==> src/rtl/ti_sbox_seq_if.sv <==
// Handshake and stage-network bundle for the TI S-box sequencer.
// The sequencer uses the slave side; the environment and stage network use master.
interface ti_sbox_seq_if #(
    parameter int NSH    = 3,
    parameter int W      = 4,
    parameter int NSTAGE = 2
);
    localparam int SW = (NSTAGE > 1) ? $clog2(NSTAGE) : 1;

    logic                   in_valid;
    logic                   in_ready;
    logic [NSH*W-1:0]       in_shares;
    logic                   rnd_req;
    logic                   rnd_valid;
    logic [(NSH-1)*W-1:0]   rnd_data;
    logic [SW-1:0]          stg_sel;
    logic [NSH*W-1:0]       stg_in;
    logic [NSH*W-1:0]       stg_out;
    logic                   out_valid;
    logic                   out_ready;
    logic [NSH*W-1:0]       out_shares;
    logic                   busy;

    modport slave (
        input  in_valid, in_shares, rnd_valid, rnd_data, stg_out, out_ready,
        output in_ready, rnd_req, stg_sel, stg_in, out_valid, out_shares, busy
    );

    modport master (
        output in_valid, in_shares, rnd_valid, rnd_data, stg_out, out_ready,
        input  in_ready, rnd_req, stg_sel, stg_in, out_valid, out_shares, busy
    );
endinterface

==> src/rtl/ti_sbox_seq.sv <==
// Sequencer for a multi-stage threshold-implementation 4-bit S-box.
// Remasks one shared input, steps it through NSTAGE registered stages, returns it.
module ti_sbox_seq #(
    parameter int NSH    = 3,
    parameter int W      = 4,
    parameter int NSTAGE = 2
) (
    input  logic         clk,
    input  logic         rst,
    ti_sbox_seq_if.slave bus
);
    localparam int SW = (NSTAGE > 1) ? $clog2(NSTAGE) : 1;
    localparam logic [SW-1:0] LAST = SW'(NSTAGE - 1);

    typedef enum logic [1:0] {
        IDLE,
        RND,
        EVAL,
        DONE
    } state_t;

    state_t           state_q;
    logic [NSH*W-1:0] sh_q;
    logic [NSH*W-1:0] sh_remask_d;
    logic [W-1:0]     rsum_d;
    logic [SW-1:0]    cnt_q;
    logic             in_ready_q;
    logic             rnd_req_q;
    logic             eval_q;
    logic             out_valid_q;
    logic             busy_q;

    // Remask: every share but the last takes its own mask, the last takes
    // the XOR of all masks so the unshared value is unchanged.
    always_comb begin
        rsum_d      = '0;
        sh_remask_d = sh_q;
        for (int k = 0; k < NSH - 1; k++) begin
            sh_remask_d[k*W +: W] = sh_q[k*W +: W] ^ bus.rnd_data[k*W +: W];
            rsum_d                = rsum_d ^ bus.rnd_data[k*W +: W];
        end
        sh_remask_d[(NSH-1)*W +: W] = sh_q[(NSH-1)*W +: W] ^ rsum_d;
    end

    // Operation FSM with registered handshake flags; sh_q is the glitch barrier.
    always_ff @(posedge clk or posedge rst) begin
        if (rst) begin
            state_q     <= IDLE;
            sh_q        <= '0;
            cnt_q       <= '0;
            in_ready_q  <= 1'b1;
            rnd_req_q   <= 1'b0;
            eval_q      <= 1'b0;
            out_valid_q <= 1'b0;
            busy_q      <= 1'b0;
        end else begin
            unique case (state_q)
                IDLE: begin
                    if (bus.in_valid) begin
                        sh_q       <= bus.in_shares;
                        state_q    <= RND;
                        in_ready_q <= 1'b0;
                        rnd_req_q  <= 1'b1;
                        busy_q     <= 1'b1;
                    end
                end
                RND: begin
                    if (bus.rnd_valid) begin
                        sh_q      <= sh_remask_d;
                        cnt_q     <= '0;
                        state_q   <= EVAL;
                        rnd_req_q <= 1'b0;
                        eval_q    <= 1'b1;
                    end
                end
                EVAL: begin
                    sh_q <= bus.stg_out;
                    if (cnt_q == LAST) begin
                        cnt_q       <= '0;
                        state_q     <= DONE;
                        eval_q      <= 1'b0;
                        out_valid_q <= 1'b1;
                    end else begin
                        cnt_q <= cnt_q + 1'b1;
                    end
                end
                DONE: begin
                    if (bus.out_ready) begin
                        sh_q        <= '0;
                        state_q     <= IDLE;
                        out_valid_q <= 1'b0;
                        in_ready_q  <= 1'b1;
                        busy_q      <= 1'b0;
                    end
                end
                default: begin
                    state_q <= IDLE;
                end
            endcase
        end
    end

    // Share buses are gated by registered state flags so idle buses carry zeros.
    always_comb begin
        bus.stg_in     = eval_q ? sh_q : '0;
        bus.out_shares = out_valid_q ? sh_q : '0;
    end

    assign bus.stg_sel   = cnt_q;
    assign bus.in_ready  = in_ready_q;
    assign bus.rnd_req   = rnd_req_q;
    assign bus.out_valid = out_valid_q;
    assign bus.busy      = busy_q;

endmodule

==> src/flat_wrapper.sv <==
// flat-port wrapper written by rule: the top's interface ports become plain ports
module ti_sbox_seq_flat 
#(
    parameter int NSH    = 3,
    parameter int W      = 4,
    parameter int NSTAGE = 2
)
  (clk, rst, bus_in_valid, bus_in_shares, bus_rnd_valid, bus_rnd_data, bus_stg_out, bus_out_ready, bus_in_ready, bus_rnd_req, bus_stg_sel, bus_stg_in, bus_out_valid, bus_out_shares, bus_busy);
  ti_sbox_seq_if #(.NSH(NSH), .W(W), .NSTAGE(NSTAGE)) bus_i ();
  input  logic clk;
  input  logic rst;
  input wire logic [$bits(bus_i.in_valid)-1:0] bus_in_valid;
  input wire logic [$bits(bus_i.in_shares)-1:0] bus_in_shares;
  input wire logic [$bits(bus_i.rnd_valid)-1:0] bus_rnd_valid;
  input wire logic [$bits(bus_i.rnd_data)-1:0] bus_rnd_data;
  input wire logic [$bits(bus_i.stg_out)-1:0] bus_stg_out;
  input wire logic [$bits(bus_i.out_ready)-1:0] bus_out_ready;
  output wire logic [$bits(bus_i.in_ready)-1:0] bus_in_ready;
  output wire logic [$bits(bus_i.rnd_req)-1:0] bus_rnd_req;
  output wire logic [$bits(bus_i.stg_sel)-1:0] bus_stg_sel;
  output wire logic [$bits(bus_i.stg_in)-1:0] bus_stg_in;
  output wire logic [$bits(bus_i.out_valid)-1:0] bus_out_valid;
  output wire logic [$bits(bus_i.out_shares)-1:0] bus_out_shares;
  output wire logic [$bits(bus_i.busy)-1:0] bus_busy;
  assign bus_i.in_valid = bus_in_valid;
  assign bus_i.in_shares = bus_in_shares;
  assign bus_i.rnd_valid = bus_rnd_valid;
  assign bus_i.rnd_data = bus_rnd_data;
  assign bus_i.stg_out = bus_stg_out;
  assign bus_i.out_ready = bus_out_ready;
  assign bus_in_ready = bus_i.in_ready;
  assign bus_rnd_req = bus_i.rnd_req;
  assign bus_stg_sel = bus_i.stg_sel;
  assign bus_stg_in = bus_i.stg_in;
  assign bus_out_valid = bus_i.out_valid;
  assign bus_out_shares = bus_i.out_shares;
  assign bus_busy = bus_i.busy;
  ti_sbox_seq #(.NSH(NSH), .W(W), .NSTAGE(NSTAGE)) u_core (.clk(clk), .rst(rst), .bus(bus_i));
endmodule
==> config.mk <==
export PLATFORM = sky130hd
export DESIGN_NAME = ti_sbox_seq_flat
export DESIGN_NICKNAME = d
export VERILOG_FILES = /design/src/rtl/ti_sbox_seq_if.sv /design/src/rtl/ti_sbox_seq.sv /design/src/flat_wrapper.sv
export SDC_FILE = /design/constraint.sdc
export NUM_CORES = 1
export LEC_CHECK = 0
export ABC_AREA = 1
export CORE_UTILIZATION = 35
export CTS_BUF_LIST = sky130_fd_sc_hd__clkbuf_4
export DETAILED_ROUTE_END_ITERATION = 10
export PLACE_DENSITY_LB_ADDON = 0.25
export SLEW_MARGIN = 15
export SYNTH_ARGS = -nofsm -noshare
export SYNTH_HDL_FRONTEND = slang
export SYNTH_SLANG_ARGS = --single-unit
==> constraint.sdc <==
create_clock -name clk -period 1.6 [get_ports clk]
set_clock_uncertainty 0.1 [all_clocks]
set_input_delay 0.24 -clock clk [delete_from_list [all_inputs] [get_ports clk]]
set_output_delay 0.24 -clock clk [all_outputs]
set_load 0.01 [all_outputs]
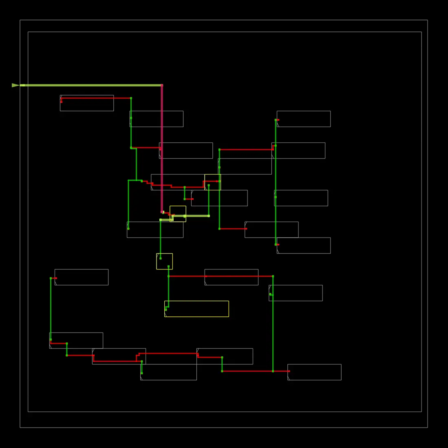
(images/final_clocks.png)
number of clock buffers inserted by TritonCTS: 3
FFs & Latches: 20

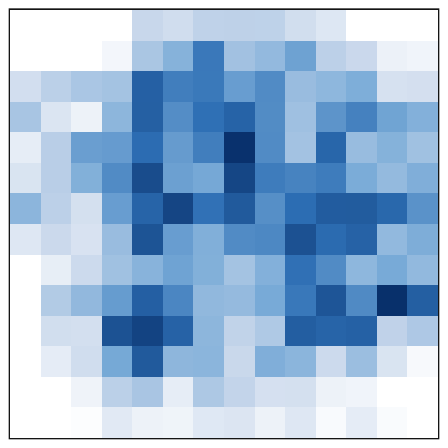
(images/wire_density.png)
14 x 14 tiles, from white (low) to dark blue (high), scaled to the fullest tile. Values are wire area over tile area, all layers added.
The mean over all tiles is 0.15. The fullest tile reaches 0.37. 11% of the tiles are nearly empty. 35% of the tiles are over half the peak.
vias: 1787
global routing usage summed across all routing layers: 18.2%
final routed wire length divided by cell count: 12.3 um
detailed-route wire length: 4.72 mm

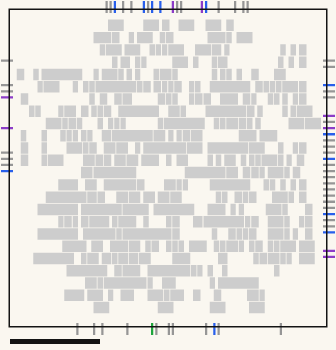
(images/pins.png)
Scale bar: 20 um. Pins as bars across the die edge, other pins in grey.
bus_in_shares: marked blue, pins 12, direction input, edge 5 east, 5 north, 1 south, 1 west. bus_out_ready: marked green, pins 1, direction input, edge south. bus_rnd_data: marked purple, pins 8, direction input, edge 4 east, 2 north, 2 west.
All pins by edge: 27 east, 18 north, 12 south, 9 west.
port buffer count: 65
Die Span X: 70.0 um
die outline height: 70.0 um

==> flow_results.xml <==
<?xml version="1.0" encoding="UTF-8"?>
<metrics>
  <group name="outcome">
    <metric name="status" unit="">completed</metric>
  </group>
  <group name="layout">
    <metric name="max_reg_flops" unit="">12</metric>
    <metric name="layout-area-overhead-vs-synth" unit="%">52.1</metric>
    <metric name="fillers" unit="">435</metric>
    <metric name="finalInstanceArea" unit="mm^2">0.00246</metric>
    <metric name="nNetsFinal" unit="">375</metric>
  </group>
  <group name="worst_setup_path">
    <metric name="r2r-end" unit="">u_core.sh_q[0]</metric>
    <metric name="worst_ep_arrival_time" unit="ns">1.23</metric>
    <metric name="setup.worst_path.start" unit="">u_core.bus.out_valid</metric>
    <metric name="regToRegStartpoint" unit="">u_core.state_q[0]</metric>
    <metric name="required" unit="ns">1.26</metric>
    <metric name="critical_path.max_stage_delay" unit="ns">0.46</metric>
    <metric name="worst_setup_path_start_kind" unit="">flip-flop</metric>
    <metric name="end_kind" unit="">primary output</metric>
    <metric name="critical_path_cell_count" unit="">5</metric>
    <metric name="reg2reg_slack" unit="ns">0.06</metric>
    <metric name="cell_count_of_the_worst_reg_to_reg_path" unit="">7</metric>
  </group>
  <group name="logic_synthesis">
    <metric name="area_leaders" unit="">sky130_fd_sc_hd__dfrtp_1, sky130_fd_sc_hd__nand2_1, sky130_fd_sc_hd__inv_1</metric>
    <metric name="simple_gate_area_share" unit="%">35.4</metric>
    <metric name="main_logic_family" unit="">simple AND/OR/NAND/NOR gates</metric>
    <metric name="netlist.top_cell.by_area" unit="">sky130_fd_sc_hd__dfrtp_1</metric>
    <metric name="post_synthesis_async_set_or_reset_flop_share" unit="%">100</metric>
    <metric name="post_synth.cell_area_avg" unit="um^2">6.46</metric>
    <metric name="syn_area" unit="mm^2">0.00162</metric>
    <metric name="dominantRegCellSynth" unit="">sky130_fd_sc_hd__dfrtp_1</metric>
  </group>
  <group name="route">
    <metric name="detail_route_antenna_nets" unit="">0</metric>
    <metric name="drt_pre_antenna_iters" unit="">4</metric>
  </group>
  <group name="power">
    <metric name="pg_seq" unit="W">0.00111</metric>
    <metric name="pg_clk" unit="W">0.000422</metric>
    <metric name="largestPowerGroup" unit="">combinational cells</metric>
    <metric name="swShare" unit="%">47.0</metric>
    <metric name="totalPowerFinal" unit="W">0.00475</metric>
  </group>
  <group name="clock_tree">
    <metric name="cts_root_buffer" unit="">sky130_fd_sc_hd__clkbuf_4</metric>
    <metric name="holdBufCountCts" unit="">0</metric>
    <metric name="cts.repair_timing.setup_buffer_count" unit="">3</metric>
    <metric name="cts_tree" unit="">done</metric>
    <metric name="tritoncts_num_sinks" unit="">20</metric>
    <metric name="cts.reportedPaths.clkPinSlew" unit="ns">0.13</metric>
  </group>
  <group name="floorplan">
    <metric name="chip_footprint" unit="mm^2">0.00491</metric>
  </group>
  <group name="final_timing">
    <metric name="fmax" unit="MHz">638</metric>
    <metric name="part_of_the_cycle_the_worst_path_needs" unit="%">98.0</metric>
    <metric name="finalSetupViolations" unit="">0</metric>
    <metric name="tightest_slew" unit="ns">0.278</metric>
  </group>
  <group name="global_routing">
    <metric name="grt_pass1_wl" unit="mm">7.26</metric>
    <metric name="grt_start_max_net_pins" unit="">21</metric>
  </group>
  <group name="placement">
    <metric name="routabilityCongestion" unit="">0.770</metric>
    <metric name="place_hpwl" unit="mm">3.30</metric>
  </group>
</metrics>
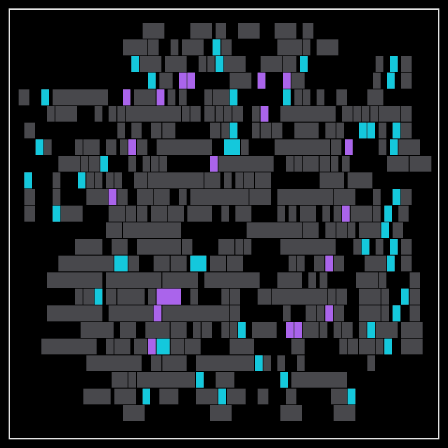
(images/gate_families.png)
inverters: marked cyan, cells 42, where widely spread. NOR gates: marked purple, cells 19.
fraction of area in multi-input gates: 38.8%
non-filler cells, final: 383
Commonest Layout Cell: sky130_fd_sc_hd__nand2_1

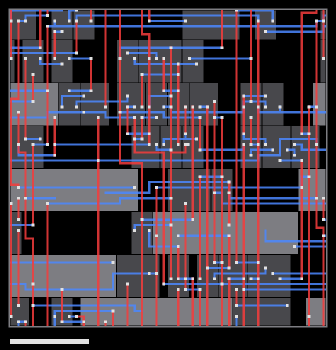
(images/zoom.png)
Scale bar: 5 um. Window x 25 to 45, y 39 to 59 um. Cells in grey, sequential cells in the stronger grey; small squares are vias.
met1: marked blue. met2: marked red.
Sequential cells in the window: 4. Most frequent: nand2_1 (14), nor2_1 (5). Netlist names of flops here include u_core.sh_q (3), u_core.eval_q (1). 40 logic cells have their middle in the window.

==> per-layer routing <==
layer / global-route usage [%] / routed length (um) / vias to the layer above
met5: 0 / 0 / -
met4: 3.33 / 21 / 0
met3: 3.17 / 222 / 2
met2: 30.1 / 2260 / 43
met1: 25.0 / 2210 / 806
li1: - / - / 936
==> cell type report <==
| type | count | share of cell area, % |
|---|---|---|
| clock buffer | 3 | 0.914 |
| clock inverter | 1 | 1.22 |
| timing repair buffer | 83 | 29.0 |
| timing repair inverter | 1 | 0.305 |
| inverter | 41 | 6.60 |
| sequential | 20 | 20.5 |
| multi-input combinational | 182 | 38.8 |
| tap | 52 | 2.64 |
Power is estimated from default activity; no workload was simulated.
